`config.mk`:
```
export PLATFORM = sky130hd
export DESIGN_NAME = pexp_responder_flat
export DESIGN_NICKNAME = d
export VERILOG_FILES = /design/src/rtl/pexp_pkg.sv /design/src/rtl/pexp_responder_if.sv /design/src/rtl/pexp_sync.sv /design/src/rtl/pexp_responder.sv /design/src/flat_wrapper.sv
export SDC_FILE = /design/constraint.sdc
export NUM_CORES = 1
export LEC_CHECK = 0
export ABC_AREA = 1
export CORE_UTILIZATION = 50
export CTS_CLUSTER_DIAMETER = 200
export DETAILED_ROUTE_END_ITERATION = 7
export PLACE_DENSITY = 0.88
export SYNTH_ARGS = -nofsm -noshare
export SYNTH_HDL_FRONTEND = slang
export SYNTH_HIERARCHICAL = 1
export SYNTH_SLANG_ARGS = --single-unit
```
`constraint.sdc`:
```
create_clock -name clk -period 1.89 [get_ports clk]
set_clock_uncertainty 0.2 [all_clocks]
set_input_delay 0.378 -clock clk [delete_from_list [all_inputs] [get_ports clk]]
set_output_delay 0.378 -clock clk [all_outputs]
set_load 0.02 [all_outputs]
```
`src/rtl/pexp_pkg.sv`:
```
// pexp_pkg: shared types and constants for the port-expander responder.
package pexp_pkg;
    localparam int N_PORTS = 4;
    localparam int NIB_W   = 4;

    typedef enum logic [1:0] {
        READ   = 2'b00,
        WRITE  = 2'b01,
        OP_OR  = 2'b10,
        OP_AND = 2'b11
    } bus_op_t;

    typedef enum logic [1:0] {
        IDLE,
        RD_DRIVE,
        WR_WAIT
    } state_t;

    typedef struct packed {
        bus_op_t    op;
        logic [1:0] addr;
    } cmd_t;

    function automatic logic [NIB_W-1:0] apply_op(bus_op_t op, logic [NIB_W-1:0] old_v, logic [NIB_W-1:0] d);
        return op == OP_OR ? (old_v | d) : op == OP_AND ? (old_v & d) : d;
    endfunction
endpackage

```
`src/rtl/pexp_responder_if.sv`:
```
// pexp_responder_if: MCU-side expander bus (strobe, nibble bus, translator controls).
interface pexp_responder_if;
    import pexp_pkg::*;
    logic             prog_n;
    logic [NIB_W-1:0] p2_i;
    logic [NIB_W-1:0] p2_o;
    logic             p2_oe;
    logic             p2_buf_oe;
    logic             p2_buf_dir;

    modport slave  (input prog_n, p2_i, output p2_o, p2_oe, p2_buf_oe, p2_buf_dir);
    modport master (output prog_n, p2_i, input p2_o, p2_oe, p2_buf_oe, p2_buf_dir);
endinterface

```
`src/rtl/pexp_sync.sv`:
```
// pexp_sync: multi-stage synchroniser whose stages preset to PRESET during reset.
module pexp_sync #(
    parameter int             W      = 1,
    parameter int             STAGES = 2,
    parameter logic [W-1:0]   PRESET = '1
) (
    input  logic         clk,
    input  logic         rst_n,
    input  logic [W-1:0] i_d,
    output logic [W-1:0] o_q
);
    logic [W-1:0] r_stg [STAGES];

    always_ff @(posedge clk or negedge rst_n) begin
        if (!rst_n) begin
            for (int k = 0; k < STAGES; k++) r_stg[k] <= PRESET;
        end else begin
            r_stg[0] <= i_d;
            for (int k = 1; k < STAGES; k++) r_stg[k] <= r_stg[k-1];
        end
    end

    assign o_q = r_stg[STAGES-1];
endmodule

```
`src/rtl/pexp_responder.sv`:
```
// pexp_responder: FPGA-side responder for a 4-port nibble expander driven by an MCU strobe.
// Define PEXP_PROG_FILTER_EN to require two equal synced prog_n samples before an edge is accepted.
module pexp_responder
    import pexp_pkg::*;
#(
    parameter int               SYNC_STAGES = 2,
    parameter logic [NIB_W-1:0] PORT_RST    = 4'hF
) (
    input  logic                             clk,
    input  logic                             rst_n,
    pexp_responder_if.slave                  bus,
    input  logic [N_PORTS-1:0][NIB_W-1:0]    port_i,
    output logic [N_PORTS-1:0][NIB_W-1:0]    port_o,
    output logic [N_PORTS-1:0]               port_out_mode,
    output logic [N_PORTS-1:0]               wr_stb,
    output logic [N_PORTS-1:0]               rd_stb
);
    logic             w_prog;
    logic [NIB_W-1:0] w_p2;
    logic             w_lvl;
    cmd_t             w_cmd;
    state_t           r_state, w_state_nxt;
    logic             w_start, w_rd_done, w_wr_done;
    logic [1:0]       r_flush_cnt;
    logic             r_armed;
    cmd_t             r_cmd;
    logic [NIB_W-1:0] r_data, r_p2o;
    logic             r_oe, r_dir, r_buf_oe;
    logic [N_PORTS-1:0][NIB_W-1:0] r_port;
    logic [N_PORTS-1:0] r_mode, r_wr, r_rd;

    // Equal depth keeps each p2 sample aligned with the prog_n sample taken on the same edge.
    pexp_sync #(.W(1), .STAGES(SYNC_STAGES), .PRESET(1'b1)) u_sync_prog (
        .clk(clk), .rst_n(rst_n), .i_d(bus.prog_n), .o_q(w_prog)
    );
    pexp_sync #(.W(NIB_W), .STAGES(SYNC_STAGES), .PRESET(4'hF)) u_sync_p2 (
        .clk(clk), .rst_n(rst_n), .i_d(bus.p2_i), .o_q(w_p2)
    );

`ifdef PEXP_PROG_FILTER_EN
    logic r_prev, r_flt;
    always_ff @(posedge clk or negedge rst_n) begin
        if (!rst_n) begin
            r_prev <= 1'b1;
            r_flt  <= 1'b1;
        end else begin
            r_prev <= w_prog;
            r_flt  <= w_lvl;
        end
    end
    assign w_lvl = (w_prog == r_prev) ? w_prog : r_flt;
`else
    assign w_lvl = w_prog;
`endif

    assign w_cmd = cmd_t'(w_p2);

    // Preset synchroniser contents are not real samples; arm only on a genuine high seen after flush.
    always_ff @(posedge clk or negedge rst_n) begin
        if (!rst_n) begin
            r_flush_cnt <= '0;
            r_armed     <= 1'b0;
        end else begin
            r_flush_cnt <= (r_flush_cnt == 2'(SYNC_STAGES)) ? r_flush_cnt : r_flush_cnt + 2'd1;
            r_armed     <= r_armed | ((r_flush_cnt == 2'(SYNC_STAGES)) & w_prog & w_lvl);
        end
    end

    always_ff @(posedge clk or negedge rst_n) begin
        if (!rst_n) r_state <= IDLE;
        else        r_state <= w_state_nxt;
    end

    always_comb begin
        w_state_nxt = r_state;
        w_start     = 1'b0;
        w_rd_done   = 1'b0;
        w_wr_done   = 1'b0;
        unique case (r_state)
            IDLE: if (r_armed && !w_lvl) begin
                w_start     = 1'b1;
                w_state_nxt = (w_cmd.op == READ) ? RD_DRIVE : WR_WAIT;
            end
            RD_DRIVE: if (w_lvl) begin
                w_rd_done   = 1'b1;
                w_state_nxt = IDLE;
            end
            WR_WAIT: if (w_lvl) begin
                w_wr_done   = 1'b1;
                w_state_nxt = IDLE;
            end
            default: w_state_nxt = IDLE;
        endcase
    end

    always_ff @(posedge clk or negedge rst_n) begin
        if (!rst_n) begin
            r_cmd    <= '0;
            r_data   <= '0;
            r_p2o    <= '0;
            r_oe     <= 1'b0;
            r_dir    <= 1'b0;
            r_buf_oe <= 1'b0;
            r_port   <= {N_PORTS{PORT_RST}};
            r_mode   <= '1;
            r_wr     <= '0;
            r_rd     <= '0;
        end else begin
            r_buf_oe <= 1'b1;
            r_wr     <= '0;
            r_rd     <= '0;
            if (w_start) begin
                r_cmd  <= w_cmd;
                r_data <= w_p2;
            end else if (r_state == WR_WAIT && !w_prog) begin
                r_data <= w_p2;
            end
            if (w_start && w_cmd.op == READ) begin
                r_oe                <= 1'b1;
                r_dir               <= 1'b1;
                r_p2o               <= port_i[w_cmd.addr];
                r_mode[w_cmd.addr]  <= 1'b0;
            end else if (w_rd_done) begin
                r_oe                <= 1'b0;
                r_dir               <= 1'b0;
                r_p2o               <= '0;
                r_rd[r_cmd.addr]    <= 1'b1;
            end else if (r_state == RD_DRIVE) begin
                r_p2o <= port_i[r_cmd.addr];
            end
            if (w_wr_done) begin
                r_port[r_cmd.addr] <= apply_op(r_cmd.op, r_port[r_cmd.addr], r_data);
                r_mode[r_cmd.addr] <= 1'b1;
                r_wr[r_cmd.addr]   <= 1'b1;
            end
        end
    end

    assign bus.p2_o       = r_p2o;
    assign bus.p2_oe      = r_oe;
    assign bus.p2_buf_dir = r_dir;
    assign bus.p2_buf_oe  = r_buf_oe;
    assign port_o         = r_port;
    assign port_out_mode  = r_mode;
    assign wr_stb         = r_wr;
    assign rd_stb         = r_rd;
endmodule

```
`src/flat_wrapper.sv`:
```
// flat-port wrapper written by rule: the top's interface ports become plain ports
module pexp_responder_flat import pexp_pkg::*;
#(
    parameter int               SYNC_STAGES = 2,
    parameter logic [NIB_W-1:0] PORT_RST    = 4'hF
)
  (clk, rst_n, port_i, port_o, port_out_mode, wr_stb, rd_stb, bus_prog_n, bus_p2_i, bus_p2_o, bus_p2_oe, bus_p2_buf_oe, bus_p2_buf_dir);
  pexp_responder_if bus_i ();
  input  logic clk;
  input  logic rst_n;
  input  logic [N_PORTS-1:0][NIB_W-1:0] port_i;
  output logic [N_PORTS-1:0][NIB_W-1:0] port_o;
  output logic [N_PORTS-1:0] port_out_mode;
  output logic [N_PORTS-1:0] wr_stb;
  output logic [N_PORTS-1:0] rd_stb;
  input wire logic [$bits(bus_i.prog_n)-1:0] bus_prog_n;
  input wire logic [$bits(bus_i.p2_i)-1:0] bus_p2_i;
  output wire logic [$bits(bus_i.p2_o)-1:0] bus_p2_o;
  output wire logic [$bits(bus_i.p2_oe)-1:0] bus_p2_oe;
  output wire logic [$bits(bus_i.p2_buf_oe)-1:0] bus_p2_buf_oe;
  output wire logic [$bits(bus_i.p2_buf_dir)-1:0] bus_p2_buf_dir;
  assign bus_i.prog_n = bus_prog_n;
  assign bus_i.p2_i = bus_p2_i;
  assign bus_p2_o = bus_i.p2_o;
  assign bus_p2_oe = bus_i.p2_oe;
  assign bus_p2_buf_oe = bus_i.p2_buf_oe;
  assign bus_p2_buf_dir = bus_i.p2_buf_dir;
  pexp_responder #(.SYNC_STAGES(SYNC_STAGES), .PORT_RST(PORT_RST)) u_core (.clk(clk), .rst_n(rst_n), .bus(bus_i), .port_i(port_i), .port_o(port_o), .port_out_mode(port_out_mode), .wr_stb(wr_stb), .rd_stb(rd_stb));
endmodule
```
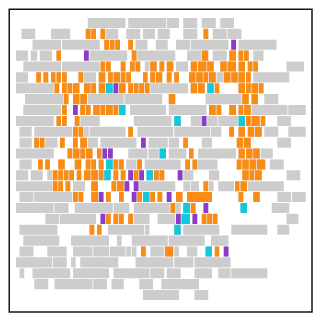
Figure 1: gate-type map.
(4 px per um)
colour	family	cells	most used
orange	nand cells	188	nand2_1
cyan	aoi and oai cells	15	o21ai_0
purple	inv cells	21	inv_1

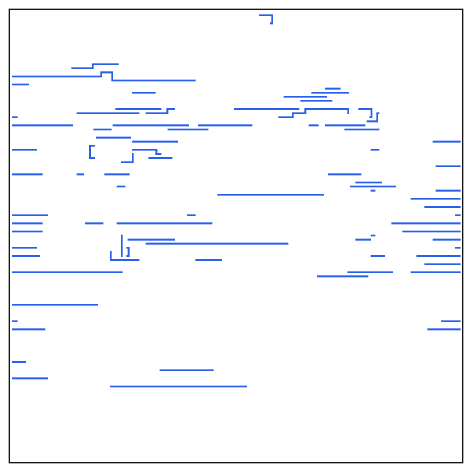
Figure 2: the metal 3 layer.
(6 px per um)
nets with wire on the layer	67
main direction	horizontal
wire length on this layer	526 um
share of all routed wire	7.9%

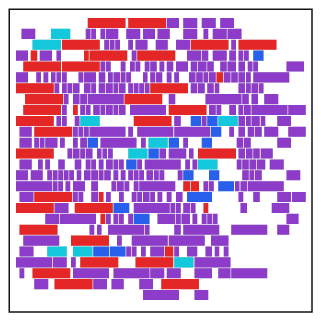
Figure 3: cells by drive strength.
(4 px per um)
colour	size	cells	share
purple	x1 and smaller	319	83%
blue	x3 and x4	17	4.4%
cyan	x6 and larger	10	2.6%
red	x2	40	10%
area of all placed cells without fillers: 0.00348 mm2
non-clock buffer count: 70
setup slack after layout: 45.8 ps
relative area change from synthesis to final layout: 29.5%

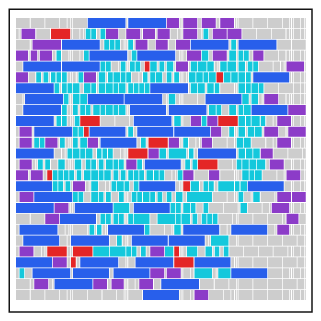
Figure 4: cells coloured by class.
(4 px per um) Fill, decap, tap and diode cells in grey.
colour	class	cells
blue	registers	57
cyan	remaining logic cells	243
red	clock drivers and dummy loads	16
purple	remaining buffers and delay cells	70
cell row count: 26
Core Footprint: 0.00514 mm2
utilization of the core after routing: 67.7%
sequential fraction of total cell area: 42.0%

==> flow_metrics.env <==
# flow metrics
export IMPL_ys_top_logic_family="simple AND/OR/NAND/NOR gates"
export IMPL_sequential_cell_total=57
export IMPL_detail_route_antenna_nets=0
export IMPL_combinationalPower_mw=2.20
export IMPL_met2_capacity_usage_during_global_routing_pct=39.6
export IMPL_stdcell_count=456
export IMPL_setup_bufs_post_cts=0
export IMPL_global_route_overflow_total=0
export IMPL_critical_path_cell_chain="clkdlybuf4s50_1"
export IMPL_status="finished clean"
export IMPL_flip_flop_count_of_the_largest_register_all_copies_and_words_added=16
export IMPL_startpoint_of_the_worst_register_to_register_path="u_core/r_state[0]"
export IMPL_finalSetupViolations=0
export IMPL_seqCellArea_mm2=0.00146
export IMPL_timing_critical_path_buf_inv=1
export IMPL_compound_area_share_pct=3.12
export IMPL_dr_total_vias=2405
export IMPL_sequentialPower_mw=1.95
export IMPL_mappedNetlistArea_mm2=0.00269
export IMPL_ys_seq_share_pct=54.4
export IMPL_synth_cells_most_frequent="nand2_1 (122), nand3_1 (60), dfstp_2 (30)"
export IMPL_yosys_register_bits=57
export IMPL_worst_r2r_path_depth=8
export IMPL_ys_async_sr_fraction_pct=100
export IMPL_synthesis_nets=342
export IMPL_placedCellCount=439
export IMPL_post_cts_hold_buffer_count=1
export IMPL_comb_cell_share_pct=29.8
export IMPL_cpPeakStageDelay_ps=600
export IMPL_layout_top_cells="nand2_1 (122), nand3_1 (60), clkdlybuf4s50_1 (30), dfstp_2 (30), dfrtp_1 (27)"
export IMPL_tapcell_inserted=70
export IMPL_route_met2_wl_mm=3.18
export IMPL_kind_of_start_point_of_the_critical_path="flop"
export IMPL_finalWorstPathRequiredPeriod_ps=1840
export IMPL_comb_power_share_pct=43.4
export IMPL_clock_sink_count=57
export IMPL_layout_clock_cell_area_share_pct=4.38
export IMPL_power_largest_group="combinational logic"
export IMPL_simple_gate_share_pct=33.2
export IMPL_ctsResizeCount=22
export IMPL_grt_total_usage_pct=25.2
export IMPL_wl_met1_mm=2.81
export IMPL_ys_cells=315
export IMPL_routed_wl_mm=6.63
export IMPL_grt_util_met3_pct=6.88
export IMPL_seqPwrFrac_pct=38.6
export IMPL_fmax_mhz=542
export IMPL_fp_util_pct=52.3
export IMPL_non_clock_inverter_count=21
export IMPL_critPathCaptureType="primary output"
export IMPL_top_area_cell_class="flip-flops and latches"
export IMPL_warnings_synthesis=6
export IMPL_rsz_0062_raised_after_global_routing="no"
export IMPL_min_from="u_core/u_sync_p2/r_stg[5]"
export IMPL_tritoncts="built"
export IMPL_ys_sh_adder_pct=1.86
